**src/rtl/kore_ifetch_if.sv**
```systemverilog
// Fetch-stage bus bundle: instruction-memory read port, IR handshake toward the op FSM,
// and the branch redirect/error sideband. master = fetch stage, slave = its environment.
interface kore_ifetch_if #(
    parameter int ADDR_W = 32
) ();
    logic              imem_req;
    logic [ADDR_W-1:0] imem_addr;
    logic              imem_gnt;
    logic              imem_rvalid;
    logic [31:0]       imem_rdata;
    logic              ir_valid;
    logic              ir_ready;
    logic [31:0]       IR_code;
    logic [ADDR_W-1:0] ir_pc;
    logic              br_taken;
    logic [ADDR_W-1:0] br_target;
    logic              fetch_err;

    modport master (
        output imem_req, imem_addr, ir_valid, IR_code, ir_pc, fetch_err,
        input  imem_gnt, imem_rvalid, imem_rdata, ir_ready, br_taken, br_target
    );

    modport slave (
        input  imem_req, imem_addr, ir_valid, IR_code, ir_pc, fetch_err,
        output imem_gnt, imem_rvalid, imem_rdata, ir_ready, br_taken, br_target
    );
endinterface

```
**src/rtl/kore_ifetch.sv**
```systemverilog
// Instruction fetch: PC owner, single-outstanding imem reads, IR valid/ready toward op FSM.
// Define KORE_IFETCH_ALIGN_CHK_EN to trap misaligned branch targets into a sticky ERR state.
module kore_ifetch #(
    parameter int                ADDR_W   = 32,
    parameter logic [ADDR_W-1:0] RESET_PC = '0
) (
    input  logic          clk,
    input  logic          rst_n,
    kore_ifetch_if.master bus
);
`ifdef KORE_IFETCH_ALIGN_CHK_EN
    typedef enum logic [2:0] {IDLE, REQ, WAIT, HOLD, ERR} state_t;
`else
    typedef enum logic [2:0] {IDLE, REQ, WAIT, HOLD} state_t;
`endif

    state_t            state;
    logic [ADDR_W-1:0] pc, pc_req, ir_pc_q;
    logic [31:0]       ir_code_q;
    logic              kill, req_q, vld_q;
    logic [ADDR_W-1:0] br_pc;
    logic              br_bad;
    logic              wait_drop;

    assign br_pc     = {bus.br_target[ADDR_W-1:2], 2'b00};
    // A same-cycle redirect makes the returning word just as stale as an earlier one.
    assign wait_drop = kill | bus.br_taken;

`ifdef KORE_IFETCH_ALIGN_CHK_EN
    logic fetch_err_q;
    logic in_err;
    assign br_bad        = bus.br_taken & (|bus.br_target[1:0]);
    assign in_err        = (state == ERR);
    assign bus.fetch_err = fetch_err_q;
`else
    logic in_err;
    logic unused_br_lo;
    assign br_bad        = 1'b0;
    assign in_err        = 1'b0;
    assign unused_br_lo  = ^bus.br_target[1:0];
    assign bus.fetch_err = 1'b0;
`endif

    always_ff @(posedge clk or negedge rst_n) begin
        if (!rst_n) begin
            state     <= IDLE;
            pc        <= RESET_PC;
            pc_req    <= RESET_PC;
            kill      <= 1'b0;
            req_q     <= 1'b0;
            vld_q     <= 1'b0;
            ir_code_q <= 32'h0;
            ir_pc_q   <= RESET_PC;
`ifdef KORE_IFETCH_ALIGN_CHK_EN
            fetch_err_q <= 1'b0;
`endif
        end else if (!in_err) begin
            case (state)
                IDLE: begin
                    state <= REQ;
                    req_q <= 1'b1;
                end
                REQ: begin
                    if (bus.imem_gnt) begin
                        state  <= WAIT;
                        req_q  <= 1'b0;
                        pc_req <= pc;
                        if (bus.br_taken) kill <= 1'b1;
                    end
                end
                WAIT: begin
                    if (bus.imem_rvalid) begin
                        if (wait_drop) begin
                            kill  <= 1'b0;
                            state <= REQ;
                            req_q <= 1'b1;
                        end else begin
                            ir_code_q <= bus.imem_rdata;
                            ir_pc_q   <= pc_req;
                            pc        <= pc_req + ADDR_W'(4);
                            state     <= HOLD;
                            vld_q     <= 1'b1;
                        end
                    end else if (bus.br_taken) begin
                        kill <= 1'b1;
                    end
                end
                HOLD: begin
                    // Redirect discards an unconsumed word; a same-cycle ready still consumes it.
                    if (bus.ir_ready || bus.br_taken) begin
                        state <= REQ;
                        vld_q <= 1'b0;
                        req_q <= 1'b1;
                    end
                end
                default: begin
                    state <= IDLE;
                    req_q <= 1'b0;
                    vld_q <= 1'b0;
                end
            endcase

            if (bus.br_taken) pc <= br_pc;

`ifdef KORE_IFETCH_ALIGN_CHK_EN
            if (br_bad) begin
                state       <= ERR;
                req_q       <= 1'b0;
                vld_q       <= 1'b0;
                fetch_err_q <= 1'b1;
            end
`endif
        end
    end

    assign bus.imem_req  = req_q;
    assign bus.imem_addr = pc;
    assign bus.ir_valid  = vld_q;
    assign bus.IR_code   = ir_code_q;
    assign bus.ir_pc     = ir_pc_q;

    logic unused_br_bad;
    assign unused_br_bad = br_bad;
endmodule

```
**src/flat_wrapper.sv**
```systemverilog
// flat-port wrapper written by rule: the top's interface ports become plain ports
module kore_ifetch_flat 
#(
    parameter int                ADDR_W   = 32,
    parameter logic [ADDR_W-1:0] RESET_PC = '0
)
  (clk, rst_n, bus_imem_req, bus_imem_addr, bus_ir_valid, bus_IR_code, bus_ir_pc, bus_fetch_err, bus_imem_gnt, bus_imem_rvalid, bus_imem_rdata, bus_ir_ready, bus_br_taken, bus_br_target);
  kore_ifetch_if #(.ADDR_W(ADDR_W)) bus_i ();
  input  logic clk;
  input  logic rst_n;
  output wire logic [$bits(bus_i.imem_req)-1:0] bus_imem_req;
  output wire logic [$bits(bus_i.imem_addr)-1:0] bus_imem_addr;
  output wire logic [$bits(bus_i.ir_valid)-1:0] bus_ir_valid;
  output wire logic [$bits(bus_i.IR_code)-1:0] bus_IR_code;
  output wire logic [$bits(bus_i.ir_pc)-1:0] bus_ir_pc;
  output wire logic [$bits(bus_i.fetch_err)-1:0] bus_fetch_err;
  input wire logic [$bits(bus_i.imem_gnt)-1:0] bus_imem_gnt;
  input wire logic [$bits(bus_i.imem_rvalid)-1:0] bus_imem_rvalid;
  input wire logic [$bits(bus_i.imem_rdata)-1:0] bus_imem_rdata;
  input wire logic [$bits(bus_i.ir_ready)-1:0] bus_ir_ready;
  input wire logic [$bits(bus_i.br_taken)-1:0] bus_br_taken;
  input wire logic [$bits(bus_i.br_target)-1:0] bus_br_target;
  assign bus_imem_req = bus_i.imem_req;
  assign bus_imem_addr = bus_i.imem_addr;
  assign bus_ir_valid = bus_i.ir_valid;
  assign bus_IR_code = bus_i.IR_code;
  assign bus_ir_pc = bus_i.ir_pc;
  assign bus_fetch_err = bus_i.fetch_err;
  assign bus_i.imem_gnt = bus_imem_gnt;
  assign bus_i.imem_rvalid = bus_imem_rvalid;
  assign bus_i.imem_rdata = bus_imem_rdata;
  assign bus_i.ir_ready = bus_ir_ready;
  assign bus_i.br_taken = bus_br_taken;
  assign bus_i.br_target = bus_br_target;
  kore_ifetch #(.ADDR_W(ADDR_W), .RESET_PC(RESET_PC)) u_core (.clk(clk), .rst_n(rst_n), .bus(bus_i));
endmodule
```
**config.mk**
```make
export PLATFORM = sky130hd
export DESIGN_NAME = kore_ifetch_flat
export DESIGN_NICKNAME = d
export VERILOG_FILES = /design/src/rtl/kore_ifetch_if.sv /design/src/rtl/kore_ifetch.sv /design/src/flat_wrapper.sv
export SDC_FILE = /design/constraint.sdc
export NUM_CORES = 1
export LEC_CHECK = 0
export CORE_MARGIN = 8
export CORE_UTILIZATION = 48
export DETAILED_ROUTE_END_ITERATION = 6
export HOLD_SLACK_MARGIN = 0.03
export PLACE_DENSITY = 0.81
export SKIP_LAST_GASP = 1
export SLEW_MARGIN = 20
export SYNTH_ARGS = -nofsm -noshare
export SYNTH_HDL_FRONTEND = slang
export SYNTH_SLANG_ARGS = --single-unit
```
**constraint.sdc**
```tcl
create_clock -name clk -period 2.6 [get_ports clk]
set_clock_uncertainty 0.2 [all_clocks]
set_input_delay 0.52 -clock clk [delete_from_list [all_inputs] [get_ports clk]]
set_output_delay 0.52 -clock clk [all_outputs]
set_load 0.02 [all_outputs]
```
Figure 1. The metal 2 layer (run 1).
(2 px per um)
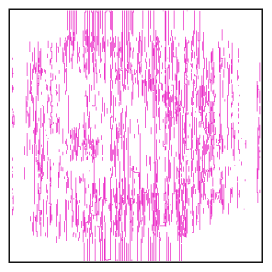
The longest straight run is 56.1 um. The wires run mostly vertical.

Figure 2. Routed metal, one color a layer (run 1).
(3 px per um)
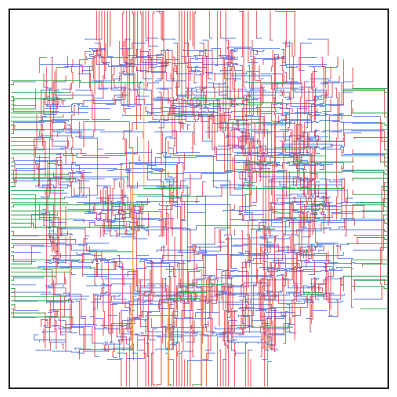
Key: red = met2 [wire length 7710 um]; orange = met4 [wire length 238 um]; green = met3 [wire length 1450 um]; blue = met1 [wire length 6410 um]

Figure 3. The metal 3 layer (run 1).
(2 px per um) Cells faint in the background.
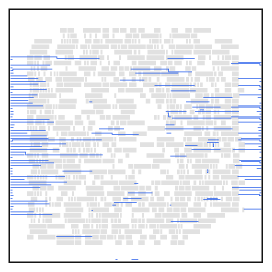
The layer holds 9.2% of the routed length. The longest straight run is 44.6 um. 122 nets have wire on it. The layer carries 1450 um of wire. The wires run mostly horizontal.
overall via count from detail_route: 4819
total length of routed wires: 15800 um

Figure 4. The clock network (run 1).
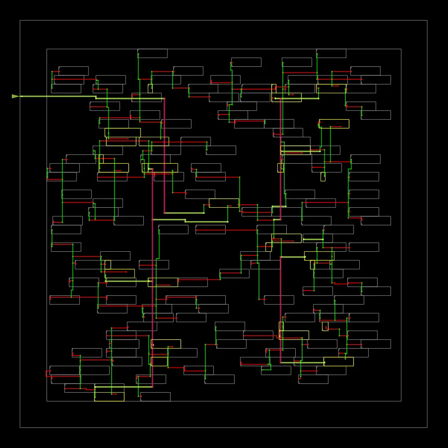
power in the clock group: 2.14 mW
insertion delay of the later-clocked pin in the worst-skew pair: 0.41 ns
number of clock buffers inserted by TritonCTS: 17
clkbuf count: 24
Seq cells: 133

==> run summary, run 1 <==
Latest figures from synthesis and place and route.

Of the total standard cell area in the layout, the sequential portion is around two fifths. The portion of the layout cell area used by clock cells is 6.31%. The normalized max-slew margin is 57.0%.

The worst setup path is launched from a flop. Summed over all nets, wire length on met3 after detailed routing comes to 1450 um. The timing report gives the clock slew at the launch and capture registers of the worst setup and hold paths as 0.05 ns. The initialized floorplan defines 40 standard-cell rows. The flow ran to the end, and the final reports show no timing, DRC or antenna violations.

The longest incremental delay of any stage on the critical path is reported as approximately 0.63 ns. For reference, the top logic cell family by area is simple AND/OR/NAND/NOR gates. The detailed-router iteration count before antenna repair is 5. The core area is 0.0119 mm^2. The number of global-route vias before repair came to 5137.

Summing internal, switching and leakage power gives 9.23 mW. The wire-length estimate of the detail-placed layout is 11300 um. The cell sequence reported for the critical path is nand4_1 > or3_1 > nor3_1 > mux2i_1 > o21ai_0. After synthesis, the chip area reported by Yosys is 0.00579 mm^2. The post-synthesis cell type with the largest instance count is sky130_fd_sc_hd__nand2_1. The H-tree generated during clock tree synthesis spans 4 levels. The number of warnings in the stage logs is 32. The layer with the highest usage is met2.

The worst VDD IR drop from the latest analysis is roughly 0.7 mV. The launch instance of the worst min-delay path is u_core.bus.IR_code[20]. The total net switching power is 3.31 mW. The smallest hold slack is 0.273 ns.

The parity-gate share of the synthesized area counting xor and xnor cells is under 10%. The count of library flops with an enable pin is 0. The depth of the worst register-to-register path is 5. The total overflow reported by the global router is 0. The wire length of the first global-routing pass is 26000 um. In the final report, the number of endpoints failing setup comes to 0. The power attributed to combinational cells is 3.53 mW.

The post-placement cell area is between 0.007 and 0.008 mm^2. The critical path contains buffers and inverters numbering 0 combined. The cell-mix breakdown from Yosys lists the adder-cell area share as 1.30%. The critical path in this run is classified as reg2reg.

TritonCTS reports the number of clock sinks as 133. The synthesized netlist was found by Yosys to have 584 cells. In the hold timing report, the worst path depth is 2.

The areal power density over the cells is 1130 mW/mm^2. For reference, the critical path is captured by u_core.bus.imem_addr[31]. The met3 track demand over resource in global routing is 7.89%. According to the timing report, the data required time at the worst endpoint equals 2.67 ns. Per the layout area report, the register area comes to 0.00333 mm^2. The startpoint of the worst register-to-register path is u_core.pc_req[7].

The share of synthesized registers carrying an async set or reset is 100%. The top cell types in the final layout, fill and taps aside, are sky130_fd_sc_hd__nand2_1, sky130_fd_sc_hd__clkdlybuf4s50_1, sky130_fd_sc_hd__dfrtp_1. The wire length on met2 is between 7000 and 8000 um.

The DRC violation total after the first TritonRoute iteration is 362. The sequential fraction of the synthesis area is 57.5%. The measured slew at the worst slew-check pin is 0.646 ns. Per the synthesis report, the simple-gate share of the synthesized area is 19.8%. For the worst reg-to-reg path, the endpoint reported by OpenROAD is u_core.bus.imem_addr[31]. The final antenna diode tally reported by the flow is 0. After synthesis, the cell types taking the most area are sky130_fd_sc_hd__dfrtp_1, sky130_fd_sc_hd__nand2_1, sky130_fd_sc_hd__mux2_2, sky130_fd_sc_hd__xnor2_1, sky130_fd_sc_hd__o21ai_0. The maximum buffer depth of the clock tree is 2. The number of gates on the worst path with buffers counted is 5. RePlAce ended its routability-driven mode at a weighted congestion of 0.802. The power report shows net switching accounting for around 36% of the total.

The fraction of cell area in multi-input combinational cells is reported as 28.1%. The largest delay contributor family on the critical path is simple AND/OR/NAND/NOR gates. The combinational group share of total power is a little under two fifths. In this run the full chip footprint comes out at 0.0158 mm^2. The count of input and output buffers is 165. The multiplexer share of the synthesized area is 6.92%. The highest layer touched by signal routing is met4. Before placement the cells fill 48.6% of the core. The flow reports that sequential cells draw 38.6% of the design power. The overall fraction of global-route tracks in use is 20.5%. The length of routed wiring on met1 is 6410 um. The relative area change from synthesis to final layout is 41.6%. Of the cells placed in the final design, the portion with a size suffix greater than 1 is about a tenth.

The width of the die is between 100 and 150 um. In the final timing run, aggregate negative setup slack is 0 ns. The combinational gate area is 0.00230 mm^2. The worst path meets setup with 0.415 ns of slack. The instance count of the mapped netlist is 584.

The power group with the highest consumption is sequential cells. Nets still carrying antenna violations after routing amount to 0. Timing analysis after detailed placement gives a worst setup slack of 0.202 ns. In the global route stage, met2 resource usage came out at between 30% and 40%. The static leakage power is between 3 and 4 nW. The power in sequential cells is 3.56 mW. The net count of the finished layout is 827. The count of state elements after synthesis is 133. Max-slew check failures listed in the final report amount to 0. Averaged over all synthesized cells, the footprint is slightly below 10 um^2. The worst setup path is captured at a flop. The most frequently placed logic cell in the final layout is sky130_fd_sc_hd__nand2_1. The y dimension of the die is 126 um. Ranked by total area, the top cell class in this layout is registers. The met1 track demand over resource is 23.5%. The remaining design rule violation count is 0.

The number of antenna violations at the first check in global routing is 0. Setup repair after global routing left no endpoint under its margin. Hold-check failures listed in the final report amount to 0. The total of hold buffers inserted after clock tree synthesis is 1. The cell internal power dissipation is 5.92 mW. The final non-filler cell total is 909. Entering global routing, the biggest net connects 70 pins.

In the final layout, excluding clock buffers the buffer count is roughly 180. Counting the inverters off the clock network in the layout gives 13. Looking at the critical path, the single cell with the biggest stage delay is sky130_fd_sc_hd__or3_1. The post-layout minimum cycle time is 2.19 ns. Cells fill 68.8% of the core in the end. For the completed layout, the total cell area is recorded as 0.00819 mm^2. The number of cells in the design after placement is 878.

Before any placement, the netlist area is recorded as 0.00579 mm^2. The routed length per instance is about 17 um. Data on the critical path arrives at its endpoint at around 2.3 ns.

The synthesized design spends more area on one cell type than any other, namely sky130_fd_sc_hd__dfrtp_1. The clock tree from TritonCTS is built. The area fraction in compound gates is 7.44%. The buffer count from post-CTS setup fixing is 0.

The period utilization is 84.1%. Per the final report, the share of cell area in non-clock buffers is 22.1%. The maximum clock rate is between 400 and 500 MHz. STA shows the worst min-delay path finishing at u_core.bus.IR_code[20].

The number of tap instances is 147. The area fraction of the largest cell type after synthesis is between 50% and 60%. Across all register-to-register paths, the minimum setup slack is between 0.4 and 0.5 ns. Max fanout on the critical path was recorded as 10. The relative contribution of the clock network to total power is 23.2%. The post-CTS resize count is 0.

The number of nets at floorplan is 660. The multi-input combinational gate total is slightly above 400. The Yosys warning count is 0. 169 I/O pins were placed. By count the netlist is led by sky130_fd_sc_hd__nand2_1, sky130_fd_sc_hd__dfrtp_1, sky130_fd_sc_hd__mux2_2, sky130_fd_sc_hd__o21ai_0, sky130_fd_sc_hd__clkbuf_1. The type of the most critical hold path is reg2reg. The number of fill cells is 913.
==> run 1 -> run 2 <==
- clock period: 2.6 -> 2.1 ns (I/O delays scaled with it)
Figure 5. The metal 3 layer (run 2).
(2 px per um) Cells faint in the background.
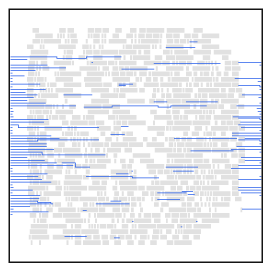
The wires run mostly horizontal. The longest straight run is 40.2 um.
total length of routed wires: 16300 um
overall via count from detail_route: 4859
M3 GR Usage: 9.37%

Figure 6. Routed metal, one color a layer (run 2).
(3 px per um)
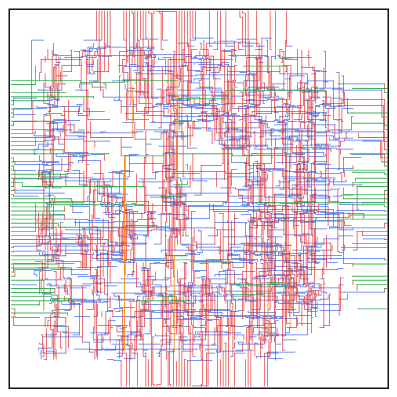
Key: green = met3 [wire length 1510 um]; orange = met4 [wire length 247 um]; blue = met1 [wire length 6440 um]; red = met2 [wire length 8150 um]
average wire per cell in the routed design: 17.6 um
GRT Overall Usage: 21.0%

==> run 2 against run 1 <==
  * Cell count up 2.4%
  * Count of clock-buffer cells in the layout stayed put
  * Design area is 4.1% higher
  * Critical path type is now reg2out
  * Critical endpoint is now bus_imem_addr[14]
  * Largest cell class unchanged
==> run summary, run 2 <==
Latest figures from synthesis and place and route.

The flow ran to the end, and the final reports show no timing, DRC or antenna violations. The fraction of power spent switching nets came to 34.7% (-1.1 points). The combinational group share of total power came to 38.8% (+0.6 points). The endpoint of the worst hold path is reported as u_core.bus.imem_addr[14]. The maximum clock rate is 485 MHz. The count of input and output buffers was 165 (unchanged). The met1 track demand over resource is 23.3% (-0.20 points). The floorplan row count is 40 (unchanged).

The placement-stage worst setup slack is -0.0802 ns (-0.282 ns). sky130_fd_sc_hd__nand2_1 is the most common cell in the netlist. The multiplexer share of the synthesized area is 6.92% (unchanged). Counting instances in the post-synthesis netlist gives the leading cell types as sky130_fd_sc_hd__nand2_1, sky130_fd_sc_hd__dfrtp_1, sky130_fd_sc_hd__mux2_2, sky130_fd_sc_hd__o21ai_0, sky130_fd_sc_hd__clkbuf_1. The worst hold path belongs to the class in2reg. The post-placement cell area is 0.00783 mm^2 (+2.1%).

The simple logic cell fraction of the synthesized area came to 19.8% (unchanged). The number of global-route vias before repair was 5242 (+2.0%). After synthesis, the cell types taking the most area are sky130_fd_sc_hd__dfrtp_1, sky130_fd_sc_hd__nand2_1, sky130_fd_sc_hd__mux2_2, sky130_fd_sc_hd__xnor2_1, sky130_fd_sc_hd__o21ai_0. The total length of routed met3 wires is 1510 um (+3.6%). The share of the core filled by cells before placement is 48.6% (unchanged).

The DRC violation total after the first TritonRoute iteration was 340 (-6.1%). The number of cells in the design after placement is 896 (+2.1%). The clock buffer instance count of the final layout was 24 (unchanged). The required time reported for the critical path endpoint is 1.48 ns (-1.19 ns). The power attributed to combinational cells is 4.73 mW (+34%). The number of nets at floorplan is 660 (unchanged).

The parity-gate share of the synthesized area counting xor and xnor cells is 3.94% (unchanged). The data arrival time of the critical path is 1.44 ns (-0.82 ns). The multi-input combinational gate total was 408 (unchanged). The arithmetic-cell share of the synthesized area counting full adders, half adders and majority gates came to 1.30% (unchanged). The number of setup violations in the final report came to 0 (unchanged). The endpoint of the lowest-slack register-to-register path is u_core.bus.imem_addr[18]. The portion of the layout cell area used by clock cells is 7.50% (+1.2 points). The footprint of the flip-flops and latches is 0.00333 mm^2 (unchanged). The final weighted congestion in routability-driven placement is 0.811 (+1.1%).

The count of sequential standard cells is 133 (unchanged). The power share of the sequential group came to 35.5% (-3.1 points). The Yosys warning count is 0 (unchanged). The final core utilization came to 71.6% (+2.8 points).

The number of fill cells was 883 (-3.3%). The wire length of the first global-routing pass is 26500 um (+2.2%). The remaining design rule violation count is 0 (unchanged). The synthesized chip area reported by yosys is 0.00579 mm^2 (unchanged). The final hold violation count is 0 (unchanged). The register share of the cell area is 39.0% (-1.6 points).

The share of post-route cells with drive strength above 1 was 13.9% (+3.8 points). The proportion of cell area occupied by multi-input gates came to 27.3% (-0.86 points). The final timing summary puts the cycle share of the worst path at 98.3%.

The peak per-stage delay on the critical path is 0.65 ns (+0.02 ns). The depth of the worst register-to-register path is 7 (+2). The average instance area after synthesis is 9.91 um^2 (unchanged).

The top-level port count came to 169 (unchanged). The maximum buffer depth of the clock tree is 2 (unchanged). The final-layout setup total negative slack came to 0 ns (unchanged).

The share of synthesized registers carrying an async set or reset came to 100% (unchanged). The number of buffer and inverter instances along the worst setup path came to 1 (+1). The y dimension of the die is 126 um (unchanged). The number of gates on the worst path with buffers counted is 1 (-4). In this run the most used layer during global routing was met2. The worst setup path is of the reg2out kind.

The number of antenna violations at the first check in global routing is 0 (unchanged). The signal on the critical path passes through clkdlybuf4s50_1. The number of nets in the finished design is 847 (+2.4%).

The number of H-tree levels is 4 (unchanged). The areal power density over the cells is 1430 mW/mm^2 (+27%). The cell internal power dissipation was 7.96 mW (+34%). The static leakage power is 4.01 nW (+6.8%). The post-layout minimum cycle time is 2.06 ns.

The critical path startpoint category is a flop. The total of hold buffers inserted after clock tree synthesis is 1 (unchanged). The pin count of the biggest net entering global routing is 57 (-19%). The post-CTS resize count is 1 (+1). The number of antenna repair diodes is 0 (unchanged). The reported clock group power is 3.14 mW (+47%). The minimum setup slack among reg-to-reg paths is 0.11 ns (-0.30 ns).

The cell type that accounts for the most area after synthesis is sky130_fd_sc_hd__dfrtp_1. The worst hold path stage count came to 3 (+1). STA classifies the critical path endpoint as a primary output.

The clock net sink count is 133 (unchanged). The final-layout non-clock buffer area share is 23.5% (+1.4 points). The final standard cell area without fillers is 0.00853 mm^2 (+4.1%). The total overflow reported by the global router is 0 (unchanged).

In the final design, more cell area goes to registers than to any other class. The width of the die is 126 um (unchanged). The clock transition at the registers of the reported paths is 0.05 ns (about the same). The launch instance of the worst min-delay path is bus_br_taken. The max-slew violation total from the final report came to 0 (unchanged). The maximum net fanout on the critical path is 3 (-7).

The power in sequential cells is 4.33 mW (+22%). The number of tap instances is 147 (unchanged). The setup slack of the critical path after layout came to 0.0360 ns (-0.379 ns). The number of warnings in the stage logs is 32 (unchanged).

The buffer count from post-CTS setup fixing is 0 (unchanged). The detailed placement HPWL is 11700 um (+4.3%). The number of buffers other than clock buffers in the final layout is 198 (+11%).

The sequential fraction of the synthesis area was 57.5% (unchanged). The met2 demand-to-capacity share in global routing is 35.0% (+0.89 points). The number of antenna-violating nets in the routed design is 0 (unchanged).

The area fraction in compound gates was 7.44% (unchanged). After synthesis, the largest family of logic cells by area is simple AND/OR/NAND/NOR gates. On the critical path the largest part of the delay comes from buffers and inverters.
Figure 7. Supply network (run 2).
(3 px per um) Pins as bars on the die edge. Tap cells in gray.
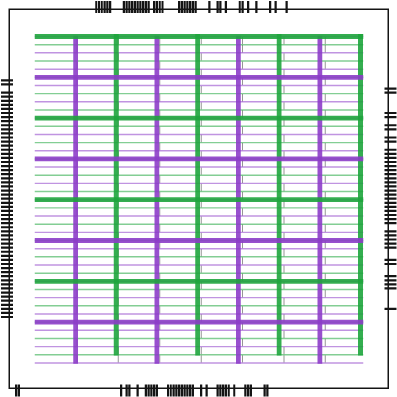

==> run 2 -> run 3 <==
- CORE_UTILIZATION: 48 -> 38
- PLACE_DENSITY: 0.81 -> 0.66
- SLEW_MARGIN: 20 -> unset
Figure 8. Supply network (run 3).
(3 px per um) Pins as bars on the die edge. Tap cells in gray.
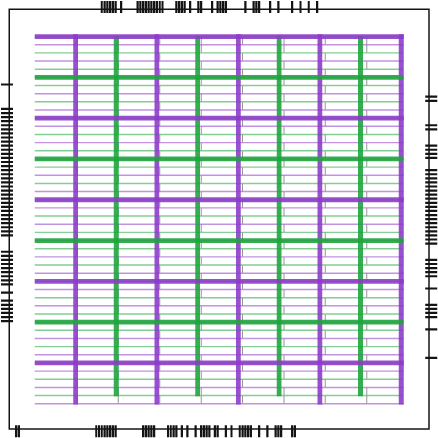
Key: green = VDD; purple = VSS
169 signal pins sit on the boundary. The core has 45 rows.

Figure 9. The metal 3 layer (run 3).
(2 px per um) Cells faint in the background.
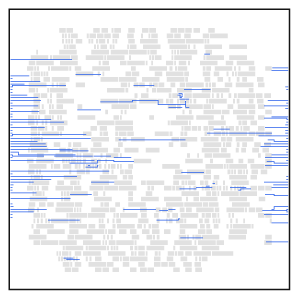
112 nets have wire on it. The longest straight run is 49.0 um. The layer carries 1350 um of wire. The layer holds 8.4% of the routed length. The wires run mostly horizontal.
M3 GR Usage: 6.74%
total length of routed wires: 16100 um
overall via count from detail_route: 4789

==> run 3 against run 2 <==
  * First-iteration DRC count down 14%
  * Combinational power down 2%
  * Design area shrank 0.26%
  * Maximum frequency shrank 0.21%
  * Die size is 23% higher
  * Cell count rose by 4.4%
  * Core utilization down 15 points
  * Flip-flop count unchanged
  * Non-clock buffer count did not move
  * Setup slack worse by 0.0043 ns
  * Register-to-register slack is essentially flat
  * Critical path depth unchanged
  * Critical path type unchanged
  * Critical endpoint is now bus_imem_addr[24]
  * Highest routed layer is now met5
==> run summary, run 3 <==
Latest figures from synthesis and place and route.

The simple logic cell fraction of the synthesized area came to 19.8% (unchanged). The multi-input combinational gate total came to 408 (unchanged). The placement-stage worst setup slack is -0.101 ns (-0.0213 ns). The parity-gate share of the synthesized area counting xor and xnor cells is 3.94% (unchanged).

The clock net sink count is 133 (unchanged). In the routed layout, each cell is associated on average with a via count of 4.93. The maximum clock rate is 483 MHz (-0.21%). The final-layout non-clock buffer area share is 23.6% (+0.14 points). The top-level port count is 169 (unchanged).

By count the netlist is led by sky130_fd_sc_hd__nand2_1, sky130_fd_sc_hd__dfrtp_1, sky130_fd_sc_hd__mux2_2, sky130_fd_sc_hd__o21ai_0, sky130_fd_sc_hd__clkbuf_1. The largest delay contributor family on the critical path is buffers and inverters. The met1 track demand over resource is 20.0% (-3.3 points). The remaining design rule violation count was 0 (unchanged). The post-placement cell area was 0.00788 mm^2 (+0.72%). The wire length of the first global-routing pass came to 26100 um (-1.5%).

The cell internal power dissipation is 7.64 mW (-4.0%). The overall fraction of global-route tracks in use was 16.8% (-4.2 points). The final standard cell area without fillers is 0.00850 mm^2 (-0.26%). The maximum buffer depth of the clock tree is 2 (unchanged).

In this run the critical register-to-register path is captured at u_core.bus.imem_addr[18]. The areal power density over the cells is 1390 mW/mm^2 (-3.0%). By instance count after routing, the leading logic cell type is sky130_fd_sc_hd__nand2_1. The final hold violation count was 0 (unchanged). The detailed placement HPWL was 11600 um (-0.86%). The met2 demand-to-capacity share in global routing was 27.5% (-7.5 points). The critical path class is reg2out. Among all cell types in the netlist, the one instantiated most often is sky130_fd_sc_hd__nand2_1.

Relative to the synthesized area, the layout overhead comes to 47.0%. The reported clock group power is 2.83 mW (-9.9%). The worst hold path stage count is 2 (-1). The timing report shows that the slowest cell on the worst path is sky130_fd_sc_hd__clkdlybuf4s50_1. The most frequently used flop master after synthesis is sky130_fd_sc_hd__dfrtp_1. The maximum resistive drop on vdd is ~0.73 mV. The flow reports that the clock network draws 24.0% of the design power. Setup repair after global routing could not meet its margin everywhere.

The data arrival time of the critical path is 1.45 ns (about the same). The arithmetic-cell share of the synthesized area counting full adders, half adders and majority gates is 1.30% (unchanged). The post-layout minimum cycle time is 2.07 ns (+0.00432 ns). The depth of the worst register-to-register path is 7 (unchanged). The power in sequential cells is 4.31 mW (about the same). The setup slack of the critical path after layout is 0.0317 ns (-0.00432 ns). The routed length per instance came to 16.6 um (-5.7%).

The most area-hungry cell type in the Yosys netlist is sky130_fd_sc_hd__dfrtp_1. The number of antenna violations at the first check in global routing is 1 (+1). Excluding fillers, the count of instances in the completed layout stands at 972.

The number of gates on the worst path with buffers counted was 1 (unchanged). The final-layout setup total negative slack came to 0 ns (unchanged). Summing internal, switching and leakage power gives 11.8 mW.

The register share of the cell area is 39.1% (+0.10 points). The share of synthesized registers carrying an async set or reset was 100% (unchanged). STA classifies the critical path endpoint as a primary output. The number of antenna repair diodes came to 0 (unchanged). The combinational group share of total power is 39.5% (+0.7 points).

The average instance area after synthesis was 9.91 um^2 (unchanged). The count of sequential standard cells is 133 (unchanged). In this run the critical path is formed by clkdlybuf4s50_1.

The cell count listed in synth_stat.txt is 584. The wire length on met2 is 7800 um. The total overflow reported by the global router is 0 (unchanged). The launch instance of the worst min-delay path is u_core.bus.ir_pc[30]. The footprint of the flip-flops and latches is 0.00333 mm^2 (unchanged). The tool flagged a number of max-cap violations equal to 0. The total length of routed met3 wires was 1350 um (-10%). The flow ran to the end, and the final reports show no timing, DRC or antenna violations. The number of H-tree levels is 4 (unchanged). The floorplan row count is 45 (+13%). The total net switching power is 4.16 mW. The number of antenna-violating nets in the routed design was 0 (unchanged). The buffer count from post-CTS setup fixing came to 0 (unchanged). The final core utilization is 56.6% (-15 points). The class occupying the most area after layout is reported as registers. The number of buffers other than clock buffers in the final layout is 198 (unchanged). The multiplexer share of the synthesized area was 6.92% (unchanged). The share of post-route cells with drive strength above 1 is 13.5% (-0.38 points). The count of state elements after synthesis is 133. The count of input and output buffers is 165 (unchanged).

The number of buffer and inverter instances along the worst setup path came to 1 (unchanged). The number of tap instances is 188 (+28%). The portion of the layout cell area used by clock cells was 6.75% (-0.75 points). The layer with the highest usage is met2. The sequential fraction of the synthesis area is 57.5% (unchanged). The share of the synthesized area in the top cell type is a little under three fifths. The number of setup violations in the final report came to 0 (unchanged). The DRC violation total after the first TritonRoute iteration came to 291 (-14%).

The most common logic cells in the final layout are sky130_fd_sc_hd__nand2_1, sky130_fd_sc_hd__clkdlybuf4s50_1, sky130_fd_sc_hd__dfrtp_1. The required time reported for the critical path endpoint is 1.48 ns (about the same). For reference, the top logic cell family by area is simple AND/OR/NAND/NOR gates. The minimum setup slack among reg-to-reg paths is 0.10 ns (about the same). The length of routed wiring on met1 is 6800 um. Leaving out the clock tree, the finished layout contains an inverter count of 13. The fraction of power spent switching nets is 35.2% (+0.53 points). The peak per-stage delay on the critical path is 0.64 ns (about the same). The y dimension of the die was 139 um (+11%). The proportion of cell area occupied by multi-input gates came to 27.2% (-0.10 points).

The power attributed to combinational cells is 4.65 mW (-2%). The number of warnings in the stage logs is 33 (+3.1%). The final weighted congestion in routability-driven placement is 0.780 (-3.8%). The number of clock buffers added by TritonCTS is 17. The type recorded for the worst min-delay path is reg2reg. The area taken by multi-input combinational cells is reported as 0.00231 mm^2. In this run, distinct cell masters in the synthesized netlist total 37.

The worst setup path is launched from a flop. The Yosys warning count is 0 (unchanged). The power share of the sequential group is 36.6% (+1.1 points).

The capture point of the critical path was reported as bus_imem_addr[24]. The clock buffer instance count of the final layout was 24 (unchanged). The clock transition at the registers of the reported paths is 0.05 ns (about the same). The pin count of the biggest net entering global routing is 57 (unchanged). The number of nets in the finished design is 847 (unchanged). The share of the core filled by cells before placement was 38.5% (-10 points).

The period utilization is 98.5% (+0.21 points). The max-slew violation total from the final report is 0 (unchanged). The width of the die was 139 um (+11%). The number of nets at floorplan is 660 (unchanged). The power group with the highest consumption is combinational cells. The synthesized chip area reported by yosys is 0.00579 mm^2 (unchanged). The clock latency on the worst-skew pair is 0.41 ns.

The maximum net fanout on the critical path is 3 (unchanged). In the hold report, the worst path ends at u_core.bus.ir_pc[30]. TritonCTS built the clock tree. The overall die area is 0.0194 mm^2. The highest routed metal layer is met5. Yosys attributes the largest share of cell area to sky130_fd_sc_hd__dfrtp_1, sky130_fd_sc_hd__nand2_1, sky130_fd_sc_hd__mux2_2, sky130_fd_sc_hd__xnor2_1, sky130_fd_sc_hd__o21ai_0. The smallest hold slack is 0.268 ns. The static leakage power was 3.93 nW (-2.0%).

The post-CTS resize count was 0 (-1). The number of cells in the design after placement is 936 (+4.5%). The worst register-to-register path begins at u_core.pc_req[3]. The total of hold buffers inserted after clock tree synthesis is 1 (unchanged). The area fraction in compound gates was 7.44% (unchanged). The first TritonRoute pass finished after 5 iterations. The number of global-route vias before repair came to 5074 (-3.2%). In this run the standard cell core region covers around 0.015 mm^2.

The number of fill cells is 1295 (+47%). The post-synth count of flops with an enable pin is 0. Clock tree synthesis selected as its root buffer the cell sky130_fd_sc_hd__clkbuf_16.

Tracing the worst setup path back leads to its startpoint at u_core.bus.imem_addr[24].
Power figures rest on the tool's default switching activity, not on a simulated workload.
